### config.mk
export PLATFORM = sky130hd
export DESIGN_NAME = pattern_detector
export DESIGN_NICKNAME = d
export VERILOG_FILES = /design/src/rtl/pattern_detector_pkg.sv /design/src/rtl/pattern_detector_sat_counter.sv /design/src/rtl/pattern_detector.sv
export SDC_FILE = /design/constraint.sdc
export NUM_CORES = 1
export LEC_CHECK = 0
export ABC_AREA = 1
export CAP_MARGIN = 20
export CORE_MARGIN = 5
export CORE_UTILIZATION = 50
export DETAILED_ROUTE_END_ITERATION = 8
export PLACE_DENSITY = 0.78
export SLEW_MARGIN = 20
export SYNTH_ARGS = -nofsm -noshare
export SYNTH_HDL_FRONTEND = slang
export SYNTH_SLANG_ARGS = --single-unit
export TNS_END_PERCENT = 10
### constraint.sdc
create_clock -name clk -period 1.9 [get_ports clk]
set_input_delay 0.19 -clock clk [delete_from_list [all_inputs] [get_ports clk]]
set_output_delay 0.19 -clock clk [all_outputs]
set_load 0.1 [all_outputs]
### src/rtl/pattern_detector_pkg.sv
// Shared types and parameter checks for the serial pattern detector.
package pattern_detector_pkg;

  typedef enum logic {
    FILL  = 1'b0,
    ARMED = 1'b1
  } pd_state_t;

  localparam int PAT_LEN_MIN = 2;
  localparam int PAT_LEN_MAX = 32;
  localparam int CNT_W_MIN   = 1;
  localparam int CNT_W_MAX   = 32;

  function automatic bit params_legal(input int pat_len, input int cnt_w);
    return (pat_len >= PAT_LEN_MIN) && (pat_len <= PAT_LEN_MAX) &&
           (cnt_w >= CNT_W_MIN) && (cnt_w <= CNT_W_MAX);
  endfunction

endpackage

### src/rtl/pattern_detector_sat_counter.sv
// Saturating up-counter: holds at all-ones, flags saturation in the same cycle.
module sat_counter #(
  parameter int WIDTH = 8
) (
  input  logic             clk,
  input  logic             inc,
  input  logic             clr,
  output logic [WIDTH-1:0] count,
  output logic             sat
);

  localparam logic [WIDTH-1:0] MAX = '1;

  logic [WIDTH-1:0] count_nxt;

  // next count: step unless already at the ceiling
  always_comb begin
    count_nxt = count;
    if (inc && (count != MAX)) begin
      count_nxt = count + WIDTH'(1);
    end
  end

  // count and sat registered from the same next value so they never disagree
  always_ff @(posedge clk) begin
    if (clr) begin
      count <= '0;
      sat   <= 1'b0;
    end else begin
      count <= count_nxt;
      sat   <= (count_nxt == MAX);
    end
  end

endmodule

### src/rtl/pattern_detector.sv
// Serial bit-pattern detector with optional overlapping matches.
//
// state | meaning
// FILL  | fewer than PAT_LEN bits collected since reset/clear/last non-overlap hit
// ARMED | PAT_LEN bits held; every accepted bit is compared against pattern
module pattern_detector
  import pattern_detector_pkg::*;
#(
  parameter int PAT_LEN = 4,
  parameter int CNT_W   = 8
) (
  input  logic               clk,
  input  logic               reset,
  input  logic               din_valid,
  input  logic               din,
  input  logic [PAT_LEN-1:0] pattern,
  input  logic               overlap_en,
  input  logic               clear,
  output logic               match,
  output logic [CNT_W-1:0]   match_count,
  output logic               count_sat,
  output logic               armed
);

  if (!params_legal(PAT_LEN, CNT_W)) begin : g_param_check
    $error("pattern_detector: PAT_LEN or CNT_W out of range");
  end

  localparam int FILL_W = $clog2(PAT_LEN + 1);

  pd_state_t            state, state_nxt;
  // only the youngest PAT_LEN-1 bits are ever needed to form the next window
  logic [PAT_LEN-2:0]   shift_reg, shift_nxt;
  logic [FILL_W-1:0]    fill_cnt, fill_nxt, fill_plus;
  logic [PAT_LEN-1:0]   window;
  logic                 accept, full, hit;

  // next-state, shift/fill update and hit detection
  always_comb begin
    state_nxt = state;
    shift_nxt = shift_reg;
    fill_nxt  = fill_cnt;
    accept    = din_valid & ~clear;
    window    = {shift_reg, din};
    fill_plus = fill_cnt + FILL_W'(1);
    full      = (state == ARMED) || (fill_plus == FILL_W'(PAT_LEN));
    hit       = accept && full && (window == pattern);

    if (accept) begin
      shift_nxt = window[PAT_LEN-2:0];
      if (state == FILL) begin
        fill_nxt = fill_plus;
        if (full) begin
          state_nxt = ARMED;
        end
      end
      // non-overlapping: the matched bits are consumed, refill from scratch
      if (hit && !overlap_en) begin
        state_nxt = FILL;
        fill_nxt  = '0;
        shift_nxt = '0;
      end
    end
  end

  // state, history and match pulse registers; clear acts like reset
  always_ff @(posedge clk) begin
    if (reset || clear) begin
      state     <= FILL;
      shift_reg <= '0;
      fill_cnt  <= '0;
      match     <= 1'b0;
    end else begin
      state     <= state_nxt;
      shift_reg <= shift_nxt;
      fill_cnt  <= fill_nxt;
      match     <= hit;
    end
  end

  assign armed = (state == ARMED);

  sat_counter #(
    .WIDTH(CNT_W)
  ) u_sat_counter (
    .clk  (clk),
    .inc  (hit),
    .clr  (reset | clear),
    .count(match_count),
    .sat  (count_sat)
  );

endmodule

==> out/metrics.csv, run 1 <==
metric;value;unit
outcome;finished, final reports clean;
ys_cells;162;
min_delay_worst_endpoint;fill_cnt[2];
vias_in_the_first_global_route;954;
die-width;56.07;um
regToRegStartpoint;fill_cnt[0];
grtUsageMet1;18.61;%
detail-route-antenna-nets;0;
path_max_fanout;8;
worstRegToRegCells;11;
worst_case_vdd_ir_drop;291.0;uV
clk_root_buffer_cell;sky130_fd_sc_hd__clkbuf_4;
numSynthFlops;17;
arrival;1.93;ns
core_region_area;2002;um^2
clock_power;0.000201;W
finalPower;0.0006369;W
clkTransAtPathRegs;0.10;ns
worstHoldPathCells;2;
synth.cellmix.compoundShare;6.958;%
max_h_tree_level;1;
sh_comb_area;46.02;%
grt_first_pass_wirelength;3843;um
antenna_found_initial;0;
area_fraction_of_clock_buffers_and_clock_inverters;2.109;%
enable_flop_cells;0;
max_slew.worst_pin.slew;0.4117;ns
report.final.hold_viol_count;0;
timing.critical_path.buf_inv;0;
dp_hpwl;1753;um
endpoint_kind;flop;
gpl.final_weighted_congestion;0.8608;
cell_internal_pwr;0.0004723;W
met2_usage;25.04;%
design.final.nets;200;
worstHoldPathType;reg -> reg;
worst_ep_required_time;2.11;ns
cts_max_path_buffers;2;
final.period_utilization;90.71;%
insertedDiodeCount;0;
ff_latch_area;346.6;um^2
start_kind;flop;
yosysWarnings;0;
synth_top_area_share;32.08;%
top_layer_used;met4;
routed-wl-met3;125;um
final-max-slew-violation-count;0;
route.detailed.drc;0;
placedInstanceArea;1277;um^2
yosysSeqAreaShare;32.08;%
final_period_minus_worst_setup_slack;1.724;ns
yosys_area;1061;um^2
mostFrequentLayoutCell;sky130_fd_sc_hd__nand2_1;
yosys.area_share.adder;3.538;%
instance_count_of_the_mapped_netlist;162;
maxPowerGroup;registers;
openroad_warning_count;26;
sw_frac_of_total;25.84;%
mux_share;0;%
layout_area_growth_over_synthesis;23.00;%
setup-violations-final;0;
numClockSinks;17;
synthesis.nets;175;
seq_area_share;26.56;%
synth.cellmix.simpleShare;42.81;%
first_pass_iters;4;
route.detailed.vias_per_inst;4.793;
final_cell_area;1305;um^2
ios;21;
post_synth_main_logic_family;simple AND/OR/NAND/NOR gates;
timing.final.ws_setup;0.1764;ns
syn_avg_cell_area;6.549;um^2
asyncSetResetFlopFracSynth;0;%
netlist_top_cells_area;sky130_fd_sc_hd__dfxtp_1 32%, sky130_fd_sc_hd__nand2_1 18%, sky130_fd_sc_hd__inv_1 11%, sky130_fd_sc_hd__nor2_1 7.4%, sky130_fd_sc_hd__nand3_1 4.2%;
cts_resized;0;
worst_setup_path_endpoint;fill_cnt[1];
ys_top_cells_by_count;51 x sky130_fd_sc_hd__nand2_1, 30 x sky130_fd_sc_hd__inv_1, 21 x sky130_fd_sc_hd__nor2_1;
tritoncts;built;
timing.setup.tns;0;ns
total_of_clock_buffers_placed_in_the_layout;3;
timing.fmax;0.5802;GHz
part_of_the_power_in_registers;57.2;%
routed_wirelength;2220;um
grtUsageTotal;15.18;%
comb.multi_input.count;113;
area_used_by_multi_input_combinational_logic;600.6;um^2
regToRegEndpoint;fill_cnt[1];
initial_utilization;53.00;%
post_cts_hold_buffer_count;0;
rsz0062_at_grt;no;
synth_top_cell_by_area;sky130_fd_sc_hd__dfxtp_1;
vias;1021;
critical_path.top_delay_family;simple AND/OR/NAND/NOR gates;
largest_class;multi-input combinational cells;
yosysUniqueCellTypes;20;
cts_inserted_buffers;3;
preCtsSetupSlack;0.02534;ns
### Metal layers overlaid, run 1

(6 px per um) Only two layers are drawn.
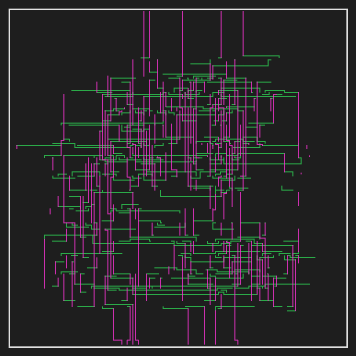
layer	colour	wire length
metal 1	green	1010 um
metal 2	magenta	1050 um

### Ports around the boundary, run 1

(8 px per um) Pins as bars across the die edge, other pins in grey.
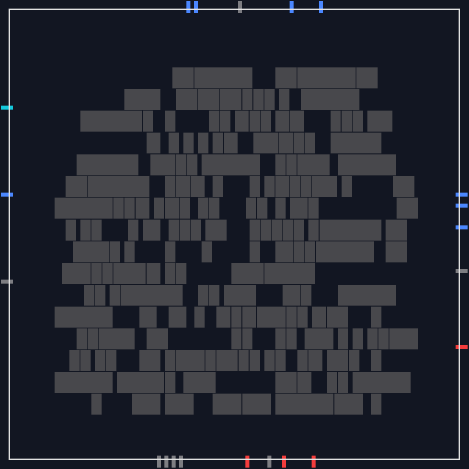
port	colour	pins	direction	edge
`pattern`	red	4	input	3 bottom, 1 right
`clk`	cyan	1	input	left
`match_count`	blue	8	output	4 top, 3 right, 1 left
Vert. Die Dim: 56.07 um
number of buffer cells added on primary ports: 20

### Cell outlines without signal wires, run 1

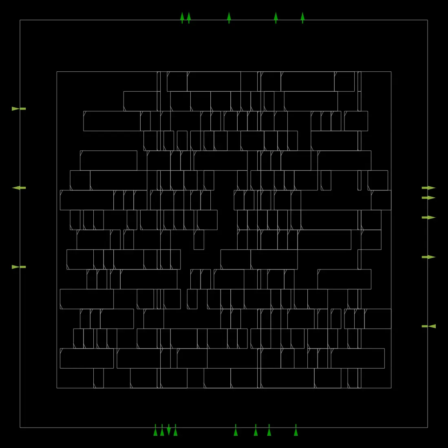
number of fill cells: 192
final core utilization: 65.19%
Final Instance Count excl. Fillers: 213

==> run 1 -> run 2 <==
CAP_MARGIN = 25   (was 20)
TNS_END_PERCENT = 1   (was 10)
### Ports around the boundary, run 2

(8 px per um) Pins as bars across the die edge, other pins in grey.
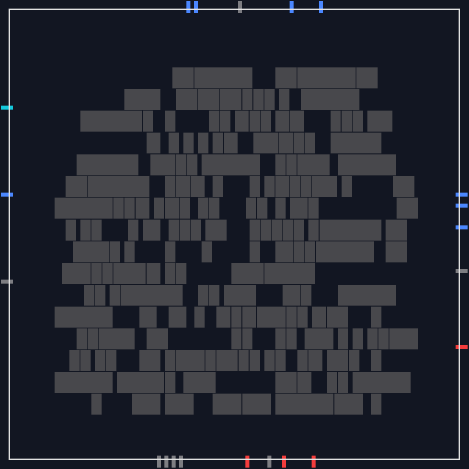
port	colour	pins	direction	edge
`pattern`	red	4	input	3 bottom, 1 right
`clk`	cyan	1	input	left
`match_count`	blue	8	output	4 top, 3 right, 1 left

### Cell outlines without signal wires, run 2

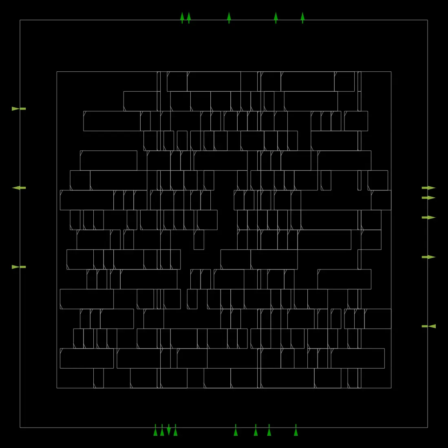
flop count: 17
number of placement rows: 16
Core ar.: 2002 um^2

==> out/metrics.csv, run 2 <==
metric;value;unit;change
timing.final.ws_setup;0.1764;ns;unchanged
yosys.area_share.adder;3.538;%;unchanged
tritoncts;built;;unchanged
route.detailed.drc;0;;unchanged
sw_frac_of_total;25.84;%;unchanged
worst_ep_required_time;2.11;ns;about the same
numClockSinks;17;;unchanged
worstHoldPathType;reg -> reg;;unchanged
report.final.hold_viol_count;0;;unchanged
maxPowerGroup;registers;;unchanged
timing.fmax;0.5802;GHz;unchanged
routed-wl-met3;125;um;unchanged
gpl.final_weighted_congestion;0.8608;;unchanged
setup-violations-final;0;;unchanged
syn_avg_cell_area;6.549;um^2;unchanged
cts_max_path_buffers;2;;unchanged
comb.multi_input.count;113;;unchanged
cell_internal_pwr;0.0004723;W;unchanged
first_pass_iters;4;;unchanged
cts_inserted_buffers;3;;unchanged
endpoint_kind;flop;;unchanged
clk_root_buffer_cell;sky130_fd_sc_hd__clkbuf_4;;unchanged
total_of_clock_buffers_placed_in_the_layout;3;;unchanged
final_cell_area;1305;um^2;unchanged
synth_top_area_share;32.08;%;unchanged
regToRegStartpoint;fill_cnt[0];;unchanged
worstHoldPathCells;2;;unchanged
max_h_tree_level;1;;unchanged
path_max_fanout;8;;unchanged
min_delay_worst_endpoint;fill_cnt[2];;unchanged
die-width;56.07;um;unchanged
netlist_top_cells_area;sky130_fd_sc_hd__dfxtp_1 32%, sky130_fd_sc_hd__nand2_1 18%, sky130_fd_sc_hd__inv_1 11%, sky130_fd_sc_hd__nor2_1 7.4%, sky130_fd_sc_hd__nand3_1 4.2%;;unchanged
regToRegEndpoint;fill_cnt[1];;unchanged
yosysSeqAreaShare;32.08;%;unchanged
max_slew.worst_pin.slew;0.4117;ns;unchanged
grtUsageTotal;15.18;%;unchanged
cts_resized;0;;unchanged
sh_comb_area;46.02;%;unchanged
top_layer_used;met4;;unchanged
layout_area_growth_over_synthesis;23.00;%;unchanged
ios;21;;unchanged
number_of_fill_cells;192;;unchanged
outcome;finished, final reports clean;;unchanged
fin_cells;213;;unchanged
numSynthFlops;17;;unchanged
instance_count_of_the_mapped_netlist;162;;unchanged
vias;1021;;unchanged
antenna_found_initial;0;;unchanged
synth_top_cell_by_area;sky130_fd_sc_hd__dfxtp_1;;unchanged
part_of_the_power_in_registers;57.2;%;about the same
yosysWarnings;0;;unchanged
grtUsageMet1;18.61;%;unchanged
synth.cellmix.simpleShare;42.81;%;unchanged
die_height;56.07;um;unchanged
yosys_area;1061;um^2;unchanged
area_used_by_multi_input_combinational_logic;600.6;um^2;unchanged
final-max-slew-violation-count;0;;unchanged
placedInstanceArea;1277;um^2;unchanged
post_cts_hold_buffer_count;0;;unchanged
worst_setup_path_endpoint;fill_cnt[1];;unchanged
seq_area_share;26.56;%;unchanged
mostFrequentLayoutCell;sky130_fd_sc_hd__nand2_1;;unchanged
finalPower;0.0006369;W;unchanged
worst_case_vdd_ir_drop;291.0;uV;unchanged
start_kind;flop;;unchanged
ff_latch_area;346.6;um^2;unchanged
clkTransAtPathRegs;0.10;ns;about the same
timing.setup.tns;0;ns;unchanged
area_fraction_of_clock_buffers_and_clock_inverters;2.109;%;unchanged
clock_power;0.000201;W;about the same
vias_in_the_first_global_route;954;;unchanged
preCtsSetupSlack;0.02534;ns;unchanged
